Figure 1. Cell area per tile.
The bar under the picture is 50 µm long. 13 x 8 tiles, from black (low) to pale yellow (high), 0 to 100% covered.
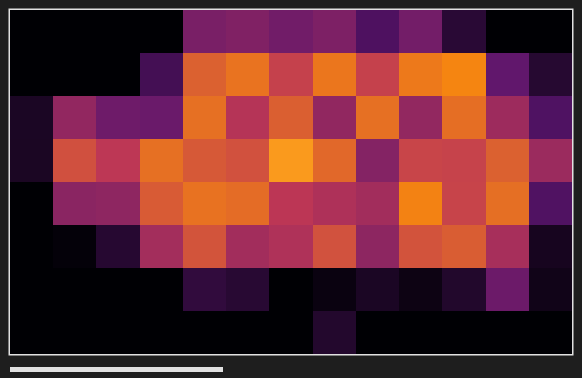
Figure 2. Wiring heat map.
The bar under the picture is 50 µm long. 26 x 16 tiles, from black (low) to pale yellow (high), scaled to the fullest tile. Values are wire area over tile area, all layers added.
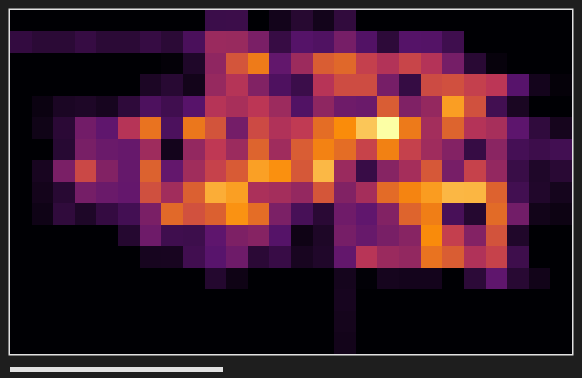
## src/rtl/ir_transmitter.sv

```systemverilog
// ir_transmitter: 12-bit pulse-width IR frame generator with envelope and carrier outputs
module ir_transmitter #(
  parameter int BASE_PULSE_WIDTH = 30000,
  parameter int GAP_UNITS = 8,
  parameter int CARRIER_DIV = 1250
) (
  input  logic        clk,
  input  logic        rst_n,
  input  logic [11:0] tx_data,
  input  logic        tx_valid,
  output logic        tx_ready,
  output logic        tx_done,
  output logic        ir_out,
  output logic        ir_led
);
  localparam int MAXU = GAP_UNITS > 4 ? GAP_UNITS : 4;
  localparam int CW = $clog2(MAXU * BASE_PULSE_WIDTH);
  localparam int KW = $clog2(CARRIER_DIV);
  typedef enum logic [2:0] {IDLE, START, SPACE, MARK, GAP} state_t;
  state_t state;
  logic [CW-1:0] cnt, dur;
  logic [11:0] sh;
  logic [3:0] bit_cnt;
  logic [KW-1:0] ccnt;
  logic last;
  always_comb begin
    dur = state == START ? CW'(4 * BASE_PULSE_WIDTH) :
          state == MARK  ? (sh[0] ? CW'(2 * BASE_PULSE_WIDTH) : CW'(BASE_PULSE_WIDTH)) :
          state == GAP   ? CW'(GAP_UNITS * BASE_PULSE_WIDTH) : CW'(BASE_PULSE_WIDTH);
    last = cnt == dur - CW'(1);
  end
  // ccnt holds the carrier phase of the next cycle; every low segment (start and bit marks) is modulated
  always_ff @(posedge clk) begin
    if (!rst_n) begin
      state <= IDLE;
      cnt <= '0;
      sh <= '0;
      bit_cnt <= '0;
      ccnt <= '0;
      ir_out <= 1'b1;
      ir_led <= 1'b0;
      tx_done <= 1'b0;
      tx_ready <= 1'b0;
    end else begin
      tx_done <= state == GAP && cnt == dur - CW'(2);
      cnt <= (state == IDLE || last) ? '0 : cnt + CW'(1);
      case (state)
        IDLE: begin
          if (tx_valid && tx_ready) begin
            state <= START;
            sh <= tx_data;
            bit_cnt <= '0;
            tx_ready <= 1'b0;
            ir_out <= 1'b0;
            ir_led <= 1'b1;
            ccnt <= KW'(1);
          end else tx_ready <= 1'b1;
        end
        START, MARK: begin
          if (last) begin
            state <= (state == MARK && bit_cnt == 4'd11) ? GAP : SPACE;
            ir_out <= 1'b1;
            ir_led <= 1'b0;
            if (state == MARK) begin
              sh <= sh >> 1;
              bit_cnt <= bit_cnt + 4'd1;
            end
          end else begin
            ir_led <= ccnt < KW'(CARRIER_DIV / 2);
            ccnt <= ccnt == KW'(CARRIER_DIV - 1) ? '0 : ccnt + KW'(1);
          end
        end
        SPACE: begin
          if (last) begin
            state <= MARK;
            ir_out <= 1'b0;
            ir_led <= 1'b1;
            ccnt <= KW'(1);
          end
        end
        GAP: begin
          if (last) begin
            state <= IDLE;
            tx_ready <= 1'b1;
          end
        end
        default: state <= IDLE;
      endcase
    end
  end
endmodule

```

## config.mk

```make
export PLATFORM = sky130hd
export DESIGN_NAME = ir_transmitter
export DESIGN_NICKNAME = d
export VERILOG_FILES = /design/src/rtl/ir_transmitter.sv
export SDC_FILE = /design/constraint.sdc
export NUM_CORES = 1
export LEC_CHECK = 0
export CAP_MARGIN = 0
export CORE_ASPECT_RATIO = 0.6
export CORE_MARGIN = 2
export CORE_UTILIZATION = 30
export CTS_CLUSTER_DIAMETER = 200
export DETAILED_ROUTE_END_ITERATION = 10
export HOLD_SLACK_MARGIN = 0.12
export SETUP_SLACK_MARGIN = 0.02
export SKIP_CTS_REPAIR_TIMING = 1
export SYNTH_ARGS = -nofsm -noshare
export SYNTH_HDL_FRONTEND = slang
export SYNTH_SLANG_ARGS = --single-unit
```

## constraint.sdc

```tcl
create_clock -name clk -period 11 [get_ports clk]
set_clock_uncertainty 0.15 [all_clocks]
set_input_delay 2.2 -clock clk [delete_from_list [all_inputs] [get_ports clk]]
set_output_delay 2.2 -clock clk [all_outputs]
set_load 0.02 [all_outputs]
```

==> deck_impl_summary.md <==
Physical Implementation Snapshot

Outcome
  • Status: completed

Power
  • Pleak: ~0.0012 µW
  • PD cells: around 170 nW/µm²
  • Worst IR Drop VDD: about 0.000084 V

Detailed routing
  • Vias per cell: 5.30
  • ANT nets after route: 0
  • Pre-antenna DRT Iters: 4
  • Drt drc: 0
  • WL final: approximately 7100 µm

Floorplanning
  • # IOs: 19
  • Core Footprint: 9360 µm²
  • Full die area: between 10000 and 15000 µm²
  • Cell Rows: 27
  • Initial Util: 0.315
  • Die Height: 80.8 µm

Place
  • Detail Placement HPWL: 5090 µm
  • Placed inst area: around 3200 µm²
  • GPL Wtd Cong: 0.890
  • Placed Cells: 483

Final timing
  • FMAX: between 150 and 200 MHz
  • Least-Margin Pin Slew: 1340 ps
  • Final setup viols: 0
  • Fin crit share: 0.462
  • Endpoints failing hold: 0
  • RSZ-0062 raised after global routing: false
  • Slew Viols, Final: 0
  • Fin Setup TNS: 0 ps
  • Slew headroom: 0.0983

Global routing
  • Grt ovf: 0
  • Vias in the first global route: between 2000 and 2500
  • Initial antenna violation count: 0
  • Total GRT Usage: 0.145
  • First-pass GRT wire length: between 10000 and 15000 µm

Clock network
  • Clk_lat worst skew: approximately 300 ps
  • TritonCTS Buffers: 5
  • CTS clk-pin slew, worst paths: 70 ps
  • Root Driver: clkbuf_16
  • Num Clock Sinks: 52
  • Max H-tree Level: 2
  • Longest Clk Path Bufs: 2

Setup path
  • Arr. time, crit path: 5130 ps
  • Kind of critical path: reg2reg
  • Critical Path RT: about 11000 ps
  • Max FO, Critical Path: 24
  • CP startpoint kind: register
  • Critical path capture point type: register

Run
  • OpenROAD warning count: 28
  • Max Cap Viol: 0

Worst hold path
  • Worst hold-check path type: reg2reg

Logic synthesis
  • Syn Nets: roughly 380
  • # Cells Yosys: roughly 360
  • Yosys Chip Area: between 2000 and 3000 µm²
  • Yosys cell types: 61
  • Yosys warning tally: 0
  • Average cell area after synthesis: approximately 8.3 µm²
  • Yosys reg bits: 52
  • Async set or reset register ratio after synthesis: 0
  • Number of enable flip-flop cells: 0
  • Cell count after synthesis: ~360
  • Post-synth seq share: 0.353
  • Main flop type: dfxtp_1

Final layout
  • Finished Cell Area: between 3000 and 4000 µm²
  • Most instantiated logic cells after routing: dfxtp_1 (52), nor2_1 (40), nand2_1 (26), a21oi_1 (26), clkdlybuf4s50_1 (18)
  • Post-Layout Cell Count: between 400 and 500
  • Layout cell share with drive strength beyond 1: 0.0554
  • Post-layout nets: between 300 and 400
  • Antenna fix cells: 0
About Figure 1:
fullest tile	78%
mean over tiles	30%
emptiest ninth of the die	south-west
tiles over 75% full	1.0%
densest ninth of the die	center
nearly empty tiles	28%

About Figure 2:
emptiest ninth of the die	south-west
tiles over half the peak	16%
nearly empty tiles	38%
Wirelength per Cell: 14.5 µm
routed via count: 2602

## worst max-delay path: stages (launching register included)
cell and delay (ps):
dfxtp_1 810, inv_1 540, nand2_1 240, o22ai_1 90, ha_1 290, xnor2_1 150, and3_1 180, or4_1 480
nand4bb_1 420, o31ai_1 1170, nor3b_1 130, a211o_1 310
## power by group
group          internal, µW  switching, µW
clock network           108           74.0
registers               207           19.5
logic                  71.3           97.3
total                   387            191
## synth_stat cells (6+ instances only)
| cell | n | area (µm²) |
|---|---|---|
| buf_2 | 7 | 35.0 |
| xor2_1 | 12 | 105 |
| ha_1 | 6 | 75.1 |
| a211oi_1 | 15 | 113 |
| and3_1 | 9 | 56.3 |
| inv_1 | 9 | 33.8 |
| nand2_1 | 26 | 97.6 |
| a21oi_1 | 26 | 130 |
| nand3_1 | 13 | 65.1 |
| xnor2_1 | 11 | 96.3 |
| nand4_1 | 8 | 50.1 |
| nor3_1 | 7 | 35.0 |
| mux2i_1 | 11 | 110 |
| clkbuf_1 | 15 | 56.3 |
| a211o_1 | 6 | 52.6 |
| nor2_1 | 40 | 150 |
| dfxtp_1 | 52 | 1040 |
| o21ai_0 | 13 | 65.1 |
## registers in the layout, summed over array words and instances (netlist names)
signal	flops
tx_ready	1
ccnt	11
state	3
tx_done	1
ir_out	1
cnt	18
sh	12
bit_cnt	4
ir_led	1
## layout make-up
type	count	area (µm²)
well taps	130	163
fillers	968	5990
clock buffers	6	129
flip-flops and latches	52	1040
repair buffers	20	195
inverters	9	33.8
clock inverters	2	38.8
multi-input cells	272	1770
## kinds of logic after synthesis
| group | after synthesis | synth area share |
|---|---|---|
| muxes | 11 | 0.0373 |
| xor gates and xnor gates | 23 | 0.0683 |
| AOI/OAI and AO/OA | 91 | 0.218 |
| DFF | 52 | 0.353 |
| buffers and inverters | 33 | 0.0475 |
| adders and majority gates | 6 | 0.0255 |
| and+or+nand+nor | 141 | 0.250 |
## metal layers
layer | up-vias | part of all wire | track usage
li1 | 1314 | - | -
met1 | 1220 | 0.55 | 0.218
met2 | 60 | 0.38 | 0.201
met3 | 8 | 0.057 | 0.0350
met4 | 0 | 0.013 | 0.0500
met5 | - | 0 | 0
## stage by stage
step	worst slack, ps	power (µW)	util	hold WS, ps
floorplan	7130	355	-	303
global placement	6300	395	0.342	309
detailed placement	6050	396	0.342	325
CTS	6010	580	0.360	334
global route	5550	615	0.360	375
finish	5920	578	0.360	332
## final timing paths
check	slack (ps)	end	depth (start not counted)	from
max	5920	ccnt[2]	11	state[2]
min	330	tx_ready	2	tx_ready
max reg2reg	5920	ccnt[2]	11	state[2]
min reg2reg	330	tx_ready	2	tx_ready
Power figures rest on the tool's default switching activity, not on a simulated workload.
